File: config.mk
export PLATFORM = sky130hd
export DESIGN_NAME = nes_pad_reader
export DESIGN_NICKNAME = d
export VERILOG_FILES = /design/src/rtl/nes_pad_reader.sv
export SDC_FILE = /design/constraint.sdc
export NUM_CORES = 1
export LEC_CHECK = 0
export ABC_AREA = 1
export CORE_MARGIN = 10
export CORE_UTILIZATION = 45
export DETAILED_ROUTE_END_ITERATION = 8
export MAX_ROUTING_LAYER = met4
export SYNTH_ARGS = -nofsm -noshare
export SYNTH_HDL_FRONTEND = slang
export SYNTH_SLANG_ARGS = --single-unit
File: constraint.sdc
create_clock -name clk -period 2.6 [get_ports clk]
set_input_delay 0.39 -clock clk [delete_from_list [all_inputs] [get_ports clk]]
set_output_delay 0.39 -clock clk [all_outputs]
set_load 0.02 [all_outputs]
File: src/rtl/nes_pad_reader.sv
// nes_pad_reader: polls NUM_PADS NES/SNES controllers in parallel.
// Generates pad_latch and pad_clk, shifts the active-low serial data from
// every pad at once, and publishes an active-high button word per pad
// together with a one-cycle valid strobe. Polls continuously while enabled.
//
// Optional build macro: NES_PAD_EDGE_EN adds the 'pressed' output, which
// holds the buttons that went from released to pressed in the last poll.
//
// Ports:
//   clk        system clock
//   reset_n    asynchronous active-low reset
//   enable     1 = keep polling
//   pad_data   serial data per pad (active-low, asynchronous)
//   pad_latch  latch to all pads, active-high
//   pad_clk    shift clock to all pads, idles low
//   buttons    pad p bit i at index p*NUM_BITS+i, 1 = pressed
//   pressed    (NES_PAD_EDGE_EN only) newly pressed buttons
//   valid      one-cycle pulse while buttons holds a fresh word
//   busy       high in every state except IDLE
module nes_pad_reader #(
  parameter int NUM_PADS = 2,
  parameter int NUM_BITS = 8,
  parameter int CLK_DIV  = 150,
  parameter int POLL_GAP = 100
) (
  input  logic                         clk,
  input  logic                         reset_n,
  input  logic                         enable,
  input  logic [NUM_PADS-1:0]          pad_data,
  output logic                         pad_latch,
  output logic                         pad_clk,
  output logic [NUM_PADS*NUM_BITS-1:0] buttons,
`ifdef NES_PAD_EDGE_EN
  output logic [NUM_PADS*NUM_BITS-1:0] pressed,
`endif
  output logic                         valid,
  output logic                         busy
);

  localparam int TW = $clog2(CLK_DIV);
  localparam int BW = $clog2(NUM_BITS + 1);
  localparam int IW = (NUM_BITS > 1) ? $clog2(NUM_BITS) : 1;
  localparam int UW = (POLL_GAP > 2) ? $clog2(POLL_GAP) : 1;

  localparam logic [TW-1:0] TICK_LAST  = TW'(CLK_DIV - 1);
  localparam logic [BW-1:0] BIT_LAST   = BW'(NUM_BITS - 1);
  localparam logic [UW-1:0] LATCH_LAST = UW'(1);
  localparam logic [UW-1:0] GAP_LAST   = UW'((POLL_GAP > 0) ? POLL_GAP - 1 : 0);

  localparam logic [2:0] S_IDLE   = 3'd0;
  localparam logic [2:0] S_LATCH  = 3'd1;
  localparam logic [2:0] S_BIT_LO = 3'd2;
  localparam logic [2:0] S_BIT_HI = 3'd3;
  localparam logic [2:0] S_DONE   = 3'd4;
  localparam logic [2:0] S_GAP    = 3'd5;

  logic [2:0]          state;
  logic [TW-1:0]       tick;
  logic [BW-1:0]       bit_cnt;
  logic [UW-1:0]       unit_cnt;   // counts whole ticks in LATCH and GAP
  logic [NUM_PADS-1:0] sync_q1;
  logic [NUM_PADS-1:0] sync_q2;
  logic [NUM_BITS-1:0] shadow [NUM_PADS];
  logic [NUM_PADS*NUM_BITS-1:0] shadow_flat;
  logic                tick_end;
  logic [IW-1:0]       bit_idx;

  assign tick_end = (tick == TICK_LAST);
  assign bit_idx  = bit_cnt[IW-1:0];

  for (genvar p = 0; p < NUM_PADS; p++) begin : g_flat
    assign shadow_flat[p*NUM_BITS +: NUM_BITS] = shadow[p];
  end

  assign pad_latch = (state == S_LATCH);
  assign pad_clk   = (state == S_BIT_HI);
  assign busy      = (state != S_IDLE);

  always_ff @(posedge clk or negedge reset_n) begin
    if (!reset_n) begin
      sync_q1 <= '1;
      sync_q2 <= '1;
    end else begin
      sync_q1 <= pad_data;
      sync_q2 <= sync_q1;
    end
  end

  // buttons/valid are loaded on the edge that enters DONE so that the new
  // word is already visible during the single DONE cycle where valid is high.
  always_ff @(posedge clk or negedge reset_n) begin
    if (!reset_n) begin
      state    <= S_IDLE;
      tick     <= '0;
      bit_cnt  <= '0;
      unit_cnt <= '0;
      buttons  <= '0;
      valid    <= 1'b0;
`ifdef NES_PAD_EDGE_EN
      pressed  <= '0;
`endif
      for (int unsigned p = 0; p < NUM_PADS; p++) shadow[p] <= '0;
    end else begin
      valid <= 1'b0;
      case (state)
        S_IDLE: begin
          if (enable) begin
            state    <= S_LATCH;
            tick     <= '0;
            unit_cnt <= '0;
          end
        end
        S_LATCH: begin
          if (tick_end) begin
            tick <= '0;
            if (unit_cnt == LATCH_LAST) begin
              unit_cnt <= '0;
              bit_cnt  <= '0;
              state    <= S_BIT_LO;
            end else begin
              unit_cnt <= unit_cnt + 1'b1;
            end
          end else begin
            tick <= tick + 1'b1;
          end
        end
        S_BIT_LO: begin
          if (tick_end) begin
            for (int unsigned p = 0; p < NUM_PADS; p++)
              shadow[p][bit_idx] <= ~sync_q2[p];
            tick  <= '0;
            state <= S_BIT_HI;
          end else begin
            tick <= tick + 1'b1;
          end
        end
        S_BIT_HI: begin
          if (tick_end) begin
            tick    <= '0;
            bit_cnt <= bit_cnt + 1'b1;
            if (bit_cnt == BIT_LAST) begin
              state   <= S_DONE;
              buttons <= shadow_flat;
              valid   <= 1'b1;
`ifdef NES_PAD_EDGE_EN
              pressed <= shadow_flat & ~buttons;
`endif
            end else begin
              state <= S_BIT_LO;
            end
          end else begin
            tick <= tick + 1'b1;
          end
        end
        S_DONE: begin
          tick     <= '0;
          unit_cnt <= '0;
          if (POLL_GAP > 0) state <= S_GAP;
          else              state <= enable ? S_LATCH : S_IDLE;
        end
        S_GAP: begin
          if (tick_end) begin
            tick <= '0;
            if (unit_cnt == GAP_LAST) begin
              unit_cnt <= '0;
              state    <= enable ? S_LATCH : S_IDLE;
            end else begin
              unit_cnt <= unit_cnt + 1'b1;
            end
          end else begin
            tick <= tick + 1'b1;
          end
        end
        default: state <= S_IDLE;
      endcase
    end
  end

endmodule

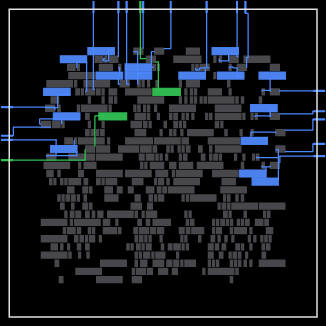
**Above:** nets reached from selected ports.
Drawn at 3 px/micron.
pad_data -> green  # bits 2, direction input, end cells 2, buffers 2, wire 70.0 microns
buttons -> blue  # bits 16, direction output, end cells 16, buffers 16, wire 451 microns

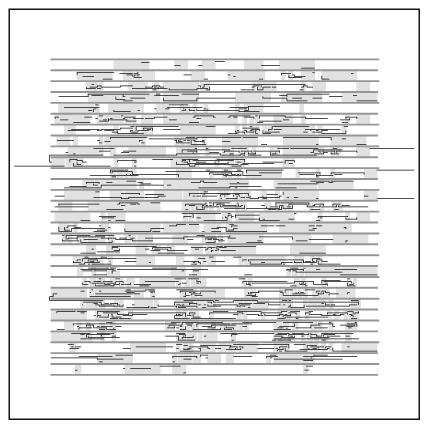
**Above:** met1 routing.
Drawn at 4 px/micron. Supply wires on this layer in gray.
longest straight run = 25.8 microns
nets with wire on the layer = 376
wire length on this layer = 2940 microns

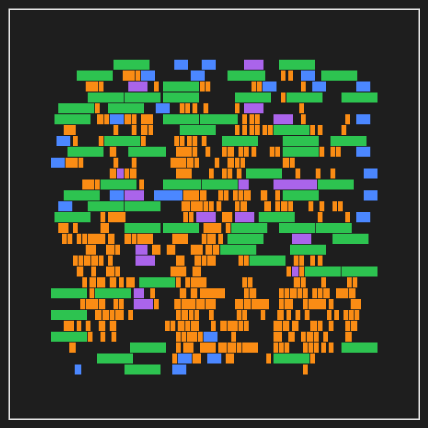
**Above:** placed cells, one color a class.
Drawn at 4 px/micron.
flops -> green  # cells 59, share of their area 43%
other buffers and delay cells -> blue  # cells 25, share of their area 7.4%
combinational and other logic -> orange  # cells 308, share of their area 44%
clock drivers and dummy loads -> purple  # cells 16, share of their area 5.9%
post-route design area: 3536 sq um
fin util: 54.75%
Core Footprint: 6459 sq um
row count: 29

==> run summary <==
yosys + openroad results -> status finished clean, Detailed Routing Iterations Pass 1 6, leading power group sequential cells, largest net degree at the start of global routing 32, chip area estimate from yosys synthesis 3033 sq um, worst slew pin tran about 0.7 ns, Most Crowded Layer GR met2, Tool Warnings 28, EDFF count, synth 0, number of global-route vias before repair about 2300, clk buf depth 2, FP Core Util 46.96%, Crit Reg-Reg Startpoint bit_cnt[1], CP peak stage delay 0.65 ns, count leader, synth nand2_1, Seq group slightly above 0.9 mW, post_cts resized 0, drt wl/cell about 13 microns, hold slack 0.09910 ns, # clock sinks 59, cells in synth_stat.txt 372, gp weighted congestion 0.8665, grt ovf 0, CP Capture Type output port, crit path kind reg -> out, P_clk 0.839 mW, I/O Pins 25, fin worst setup slack 0.2701 ns, period utilization 89.61%, drt via density 4.918, GRT Overall Usage 13.38%, clock-pin slew on the worst setup and hold paths 0.06 ns, largest area contributor in the netlist dfrtp_1, Yosys warning total 0
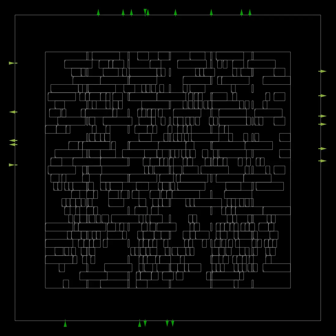
**Above:** placed standard cells.
n_taps: 77
flip-flops: 59
fill cell count: 620

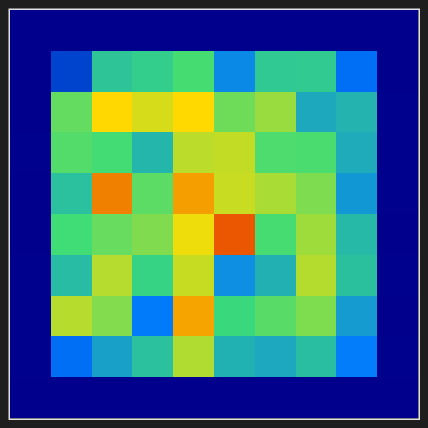
**Above:** local utilization.
Drawn at 4 px/micron. The die is cut into 10 by 10 equal tiles; dark blue is low, red is high, 0 to 100% covered.
densest ninth of the die = middle
mean over tiles = 33%
fullest tile = 90%
tiles over 75% full = 6.0%
nearly empty tiles = 36%

==> kinds of logic after synthesis <==
family | count (synthesis) | synth area share (%)
adders and majority gates | 5 | 2.063
and+or+nand+nor | 219 | 33.42
DFF | 59 | 48.84
xor gates and xnor gates | 3 | 0.8665
AOI/OAI and AO/OA | 39 | 7.880
buffers and inverters | 47 | 6.930
==> flip-flops by register name (all words and copies together), names as in the netlist <==
register,count
sync_q2,2
valid,1
buttons,16
state,3
sync_q1,2
shadow,16
unit_cnt,7
bit_cnt,4
tick,8
==> final cells by class <==
cell class,count,area (sq um),area share (%)
flip-flops and latches,59,1481,41.90
multi-input cells,266,1341,37.93
repair buffers,25,255.2,7.219
inverters,42,160.2,4.529
clock buffers,10,137.6,3.892
well taps,77,96.34,2.725
clock inverters,6,63.81,1.805
==> cell usage in the layout, fill, tap and decap left out, types with 2 or more instances in the layout <==
master,Yosys,final
o21ai_0,16,16
nand4_1,6,6
nor2_1,21,21
o21ai_2,6,6
xor2_1,3,3
nand2_2,7,7
clkinvlp_4,0,2
inv_1,37,37
o21ai_1,4,4
o22ai_1,3,3
nor2_2,3,3
dfstp_2,4,4
a22oi_1,2,2
nand3b_1,2,2
nand2_4,2,2
clkbuf_8,0,10
o211ai_1,2,2
inv_2,4,4
dfrtp_1,55,55
clkinv_2,0,2
ha_1,5,5
a21oi_1,3,3
nor2_4,8,8
nand2_1,135,135
nand3_1,24,24
clkdlybuf4s50_1,0,23
or2_2,2,2
nor3_1,5,5
==> layer usage <==
layer | routed length, microns | up-vias | share of wire, %
li1 | - | 1242 | -
met3 | 231 | 11 | 3.7
met4 | 101 | 0 | 1.6
met5 | 0 | - | 0
met2 | 2986 | 34 | 48
met1 | 2941 | 1098 | 47
Power is estimated from default activity; no workload was simulated.
